## config.mk

```make
export PLATFORM = sky130hd
export DESIGN_NAME = seg7_mux_ctrl
export DESIGN_NICKNAME = d
export VERILOG_FILES = /design/src/rtl/seg7_pkg.sv /design/src/rtl/seg7_char_rom.sv /design/src/rtl/seg7_mux_ctrl.sv
export SDC_FILE = /design/constraint.sdc
export NUM_CORES = 1
export LEC_CHECK = 0
export CAP_MARGIN = 20
export CORE_ASPECT_RATIO = 1.75
export CORE_MARGIN = 1
export CORE_UTILIZATION = 40
export DETAILED_ROUTE_END_ITERATION = 10
export PLACE_DENSITY_LB_ADDON = 0.12
export SETUP_SLACK_MARGIN = 0.02
export SYNTH_ARGS = -nofsm -noshare
export SYNTH_HDL_FRONTEND = slang
export SYNTH_HIERARCHICAL = 1
export SYNTH_SLANG_ARGS = --single-unit
```

## constraint.sdc

```tcl
create_clock -name clk_50MHz -period 5.4 [get_ports clk_50MHz]
set_input_delay 1.08 -clock clk_50MHz [delete_from_list [all_inputs] [get_ports clk_50MHz]]
set_output_delay 1.08 -clock clk_50MHz [all_outputs]
set_load 0.01 [all_outputs]
```

## src/rtl/seg7_pkg.sv

```systemverilog
// Shared constants for the seven-segment multiplexer: character codes,
// active-low glyphs ({a,b,c,d,e,f,g,dp}) and the blank pattern.
package seg7_pkg;

  // Character codes beyond the hex range
  localparam logic [4:0] CH_N     = 5'h10;
  localparam logic [4:0] CH_P     = 5'h11;
  localparam logic [4:0] CH_DASH  = 5'h12;
  localparam logic [4:0] CH_L     = 5'h13;
  localparam logic [4:0] CH_H     = 5'h14;
  localparam logic [4:0] CH_BLANK = 5'h1F;

  // Active-low glyphs; bit 0 (dp) is always 1 (off)
  localparam logic [7:0] SEG_0     = 8'h03;
  localparam logic [7:0] SEG_1     = 8'h9F;
  localparam logic [7:0] SEG_2     = 8'h25;
  localparam logic [7:0] SEG_3     = 8'h0D;
  localparam logic [7:0] SEG_4     = 8'h99;
  localparam logic [7:0] SEG_5     = 8'h49;
  localparam logic [7:0] SEG_6     = 8'h41;
  localparam logic [7:0] SEG_7     = 8'h1F;
  localparam logic [7:0] SEG_8     = 8'h01;
  localparam logic [7:0] SEG_9     = 8'h09;
  localparam logic [7:0] SEG_A     = 8'h11;
  localparam logic [7:0] SEG_B     = 8'hC1;
  localparam logic [7:0] SEG_C     = 8'h63;
  localparam logic [7:0] SEG_D     = 8'h85;
  localparam logic [7:0] SEG_E     = 8'h61;
  localparam logic [7:0] SEG_F     = 8'h71;
  localparam logic [7:0] SEG_N     = 8'h13;
  localparam logic [7:0] SEG_P     = 8'h31;
  localparam logic [7:0] SEG_DASH  = 8'hFD;
  localparam logic [7:0] SEG_L     = 8'hE3;
  localparam logic [7:0] SEG_H     = 8'h91;
  localparam logic [7:0] SEG_BLANK = 8'hFF;

endpackage

```

## src/rtl/seg7_char_rom.sv

```systemverilog
// Combinational character decoder: 5-bit code to active-low segment pattern.
module seg7_char_rom
  import seg7_pkg::*;
(
  input  logic [4:0] code,
  output logic [7:0] seg
);

  // Code lookup; unused codes decode to blank
  always_comb begin
    seg = SEG_BLANK;
    case (code)
      5'h00:   seg = SEG_0;
      5'h01:   seg = SEG_1;
      5'h02:   seg = SEG_2;
      5'h03:   seg = SEG_3;
      5'h04:   seg = SEG_4;
      5'h05:   seg = SEG_5;
      5'h06:   seg = SEG_6;
      5'h07:   seg = SEG_7;
      5'h08:   seg = SEG_8;
      5'h09:   seg = SEG_9;
      5'h0A:   seg = SEG_A;
      5'h0B:   seg = SEG_B;
      5'h0C:   seg = SEG_C;
      5'h0D:   seg = SEG_D;
      5'h0E:   seg = SEG_E;
      5'h0F:   seg = SEG_F;
      CH_N:    seg = SEG_N;
      CH_P:    seg = SEG_P;
      CH_DASH: seg = SEG_DASH;
      CH_L:    seg = SEG_L;
      CH_H:    seg = SEG_H;
      default: seg = SEG_BLANK;
    endcase
  end

endmodule

```

## src/rtl/seg7_mux_ctrl.sv

```systemverilog
// Multiplexed seven-segment display controller with frame-synchronous
// double buffering and anti-ghost blanking at the start of every slot.
// Optional blinking of selected digits is enabled with macro SEG7_BLINK_EN.
//
// Load handshake: load is a single-cycle strobe that captures chars into a
// shadow buffer and marks it pending; the pending shadow moves to the
// displayed buffer only on the last cycle of a scan frame, and load_ack is
// high for exactly the one cycle in which the new content becomes active.
module seg7_mux_ctrl
  import seg7_pkg::*;
#(
  parameter int NUM_DIGITS   = 4,
  parameter int CLK_HZ       = 50_000_000,
  parameter int REFRESH_HZ   = 1000,
  parameter int BLANK_CYCLES = 50,
  parameter int BLINK_FRAMES = 125
) (
  input  logic                    clk_50MHz,
  input  logic                    reset_button,
  input  logic [5*NUM_DIGITS-1:0] chars,
  input  logic                    load,
  output logic                    load_ack,
  input  logic [NUM_DIGITS-1:0]   blink_mask,
  output logic [7:0]              seg,
  output logic [NUM_DIGITS-1:0]   digit
);

  localparam int TICK = CLK_HZ / REFRESH_HZ;
  localparam int TW   = (TICK > 1) ? $clog2(TICK) : 1;
  localparam int SW   = $clog2(NUM_DIGITS);

  logic [TW-1:0]           timer;
  logic [SW-1:0]           sel;
  logic [5*NUM_DIGITS-1:0] shadow;
  logic [5*NUM_DIGITS-1:0] active;
  logic                    pending;
  logic                    slot_end;
  logic                    frame_end;
  logic [4:0]              cur_code;
  logic [7:0]              rom_seg;
  logic                    show_blank;

  assign slot_end  = (timer == TW'(TICK - 1));
  assign frame_end = slot_end && (sel == SW'(NUM_DIGITS - 1));
  assign cur_code  = active[5*int'(sel) +: 5];

  seg7_char_rom u_rom (
    .code (cur_code),
    .seg  (rom_seg)
  );

  // Slot timer and digit select counter
  always_ff @(posedge clk_50MHz or posedge reset_button) begin
    if (reset_button) begin
      timer <= '0;
      sel   <= '0;
    end else if (slot_end) begin
      timer <= '0;
      sel   <= (sel == SW'(NUM_DIGITS - 1)) ? '0 : sel + 1'b1;
    end else begin
      timer <= timer + 1'b1;
    end
  end

  // Shadow capture and frame-boundary transfer to the displayed buffer
  always_ff @(posedge clk_50MHz or posedge reset_button) begin
    if (reset_button) begin
      shadow   <= {NUM_DIGITS{CH_BLANK}};
      active   <= {NUM_DIGITS{CH_BLANK}};
      pending  <= 1'b0;
      load_ack <= 1'b0;
    end else begin
      load_ack <= frame_end && pending;
      if (frame_end && pending) active <= shadow;
      // A load on the boundary itself re-arms pending for the next frame
      if (load) begin
        shadow  <= chars;
        pending <= 1'b1;
      end else if (frame_end) begin
        pending <= 1'b0;
      end
    end
  end

`ifdef SEG7_BLINK_EN
  localparam int FW = (BLINK_FRAMES > 1) ? $clog2(BLINK_FRAMES) : 1;
  logic [FW-1:0] frame_cnt;
  logic          blink_off;

  // Frame counter toggling the blink phase every BLINK_FRAMES frames
  always_ff @(posedge clk_50MHz or posedge reset_button) begin
    if (reset_button) begin
      frame_cnt <= '0;
      blink_off <= 1'b0;
    end else if (frame_end) begin
      if (frame_cnt == FW'(BLINK_FRAMES - 1)) begin
        frame_cnt <= '0;
        blink_off <= ~blink_off;
      end else begin
        frame_cnt <= frame_cnt + 1'b1;
      end
    end
  end

  assign show_blank = blink_off && blink_mask[sel];
`else
  logic unused_blink;
  assign unused_blink = ^blink_mask;
  assign show_blank   = 1'b0;
`endif

  // Registered segment and digit drive, one clock behind the select counter
  always_ff @(posedge clk_50MHz or posedge reset_button) begin
    if (reset_button) begin
      seg   <= SEG_BLANK;
      digit <= '0;
    end else begin
      seg   <= show_blank ? SEG_BLANK : rom_seg;
      digit <= (timer < TW'(BLANK_CYCLES)) ? '0 : (NUM_DIGITS'(1) << sel);
    end
  end

endmodule

```

==> flow_metrics.py, run 1 <==
# Auto-generated metrics
metrics = {
    "final_layout": {
        "nets": 336,
        "design_area_um2": 4160,
        "logic_area_um2": 1420,
        "ff_count": 72,
    },
    "die": {
        "core.rowCount": 44,
        "fp_util": 0.411,
    },
    "critical_path": {
        "regToRegEndpoint": "active[1]",
        "reg2reg_depth": 5,
        "cp_top_family": "simple AND/OR/NAND/NOR gates",
        "path_cells": "ha_1 -> nand3_2 -> or2_0 -> nor3_4 -> mux2_2",
    },
    "clocking": {
        "clock_path_buffers": 2,
        "numCtsBuffers": 9,
        "clk_pin_slew_ns": 0.05,
        "hold_buffers": 0,
    },
    "timing": {
        "hold-worst-slack_ns": 0.503,
        "skew_ns": 0.00924,
    },
    "run_status": {
        "status": "finished clean",
    },
    "pwr": {
        "p_sw_frac": 0.188,
        "p_seq_frac": 0.445,
    },
    "routing": {
        "route.met2.wl_mm": 3.29,
        "route.met3.wl_um": 213,
        "wl_mm": 6.14,
    },
    "logic_synthesis": {
        "synth.largest_area_cell": "dfstp_2",
        "yosysMostFrequentCell": "dfstp_2",
        "mux_area_frac": 0.185,
        "synth-edff-count": 0,
    },
    "flow_run": {
        "max-cap-violations": 0,
    },
    "global_route": {
        "grt.met2_usage": 0.273,
        "met1_usage": 0.167,
    },
}
Run 1, routed metal per tile:
Scale bar: 20 um. 14 x 25 tiles, from dark purple (low) to yellow (high), scaled to the fullest tile. Values are wire area over tile area, all layers added.
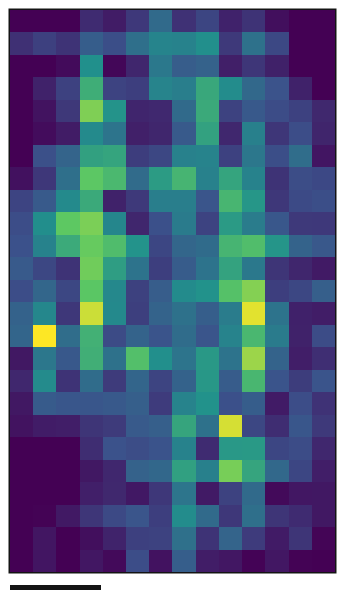
tiles over half the peak: 15%
fullest tile: 0.39
mean over tiles: 0.11

Run 1, metal 4:
Scale bar: 20 um. Supply wires on this layer in grey.
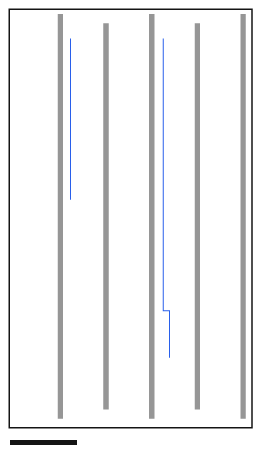
main direction: vertical
wire length on this layer: 144 um
share of all routed wire: 2.3%
longest straight run: 80.8 um

Run 1, routed clock nets over the placement:
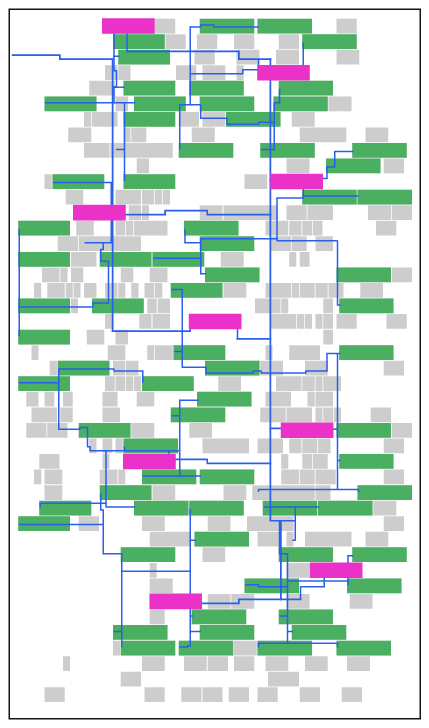
[clock wires] blue | length: 1020 um
[clock-net drivers] magenta | count: 9
[flip-flops] green | count: 72
flops lie: spread over the die

Run 1, placed standard cells:
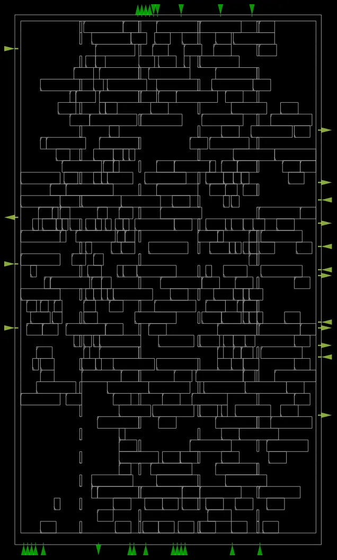

--- run 2 (diff from run 1) ---
- clock period: 5.4 -> 2.42 ns (I/O delays scaled with it)
Run 2, placed standard cells:
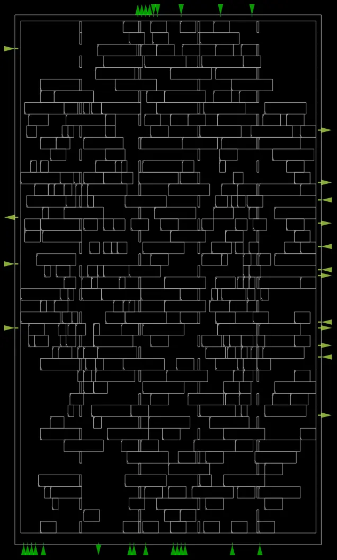
Non-Filler Instances: 396
core box area: 8260 um^2
row cnt: 44

Run 2, routed clock nets over the placement:
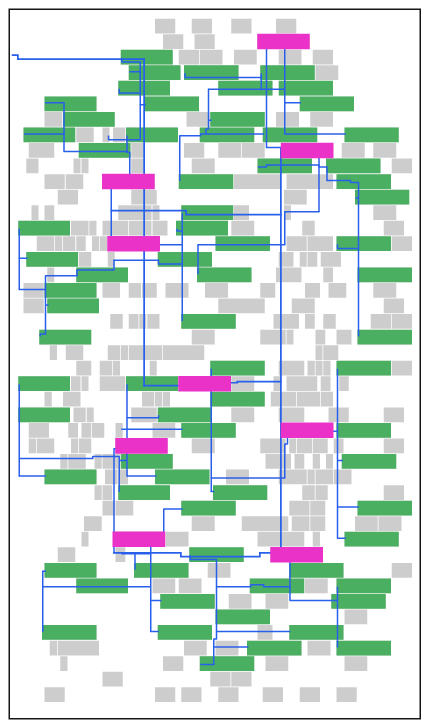
[flip-flops] green | count: 72
[clock wires] blue | length: 945 um
[clock-net drivers] magenta | count: 9
routed clock nets: 10

Run 2, sequential cells grouped by signal name:
Other sequential cells in the stronger grey, the rest of the logic in the fainter grey.
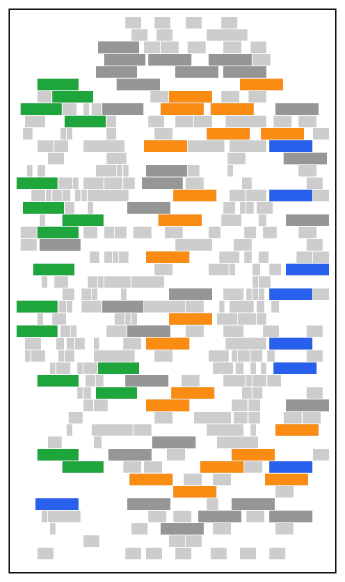
[seg] blue | placed flops: 8
[active] orange | placed flops: 20
[timer] green | placed flops: 16

==> run 2 against run 1 <==
Register-to-register slack worse by 2.6 ns. Sequential share of layout area grew 0.39 points. Fmax increased by 20%. Sequential power up 120%. Non-clock buffer count increased by 4. Critical path depth shrank 1. Routed wire length grew 0.24%. Synthesized cell count unchanged. Global-route usage increased by 0.35 points. Power is 98% higher. Critical path type unchanged. Highest routed layer unchanged.
==> flow_metrics.py, run 2 <==
# Auto-generated metrics
metrics = {
    "global_route": {
        "met1_usage": 0.166,
        "grt.met2_usage": 0.300,
    },
    "routing": {
        "maxUsedRoutingLayer": "met4",
        "wl_mm": 6.16,
        "route.met3.wl_um": 171,
        "route.met2.wl_mm": 3.57,
    },
    "clocking": {
        "hold_buffers": 0,
        "numCtsBuffers": 9,
        "clk_pin_slew_ns": 0.05,
    },
    "final_layout": {
        "nets": 340,
        "nNonClkBuffers": 42,
        "ff_count": 72,
        "logic_area_um2": 1420,
        "design_area_um2": 4120,
    },
    "pwr": {
        "p_per_area_nw_per_um2": 620,
        "p_sw_frac": 0.199,
        "power.group.top": "sequential cells",
    },
    "critical_path": {
        "regToRegEndpoint": "seg[4]",
        "reg2reg_depth": 4,
        "cp_top_family": "multiplexers",
        "path_cells": "mux4_2 -> ha_1 -> a2111oi_0 -> a211oi_1",
    },
    "die": {
        "fp_util": 0.411,
    },
    "logic_synthesis": {
        "mux_area_frac": 0.185,
        "synth.largest_area_cell": "dfstp_2",
        "yosysMostFrequentCell": "dfstp_2",
        "synth-edff-count": 0,
    },
    "timing": {
        "worst_pin_slew_ns": 0.695,
        "hold-worst-slack_ns": 0.500,
        "skew_ns": 0.00677,
    },
    "flow_run": {
        "max-cap-violations": 0,
    },
    "run_status": {
        "status": "finished clean",
    },
}
Power and IR drop assume default switching activity.
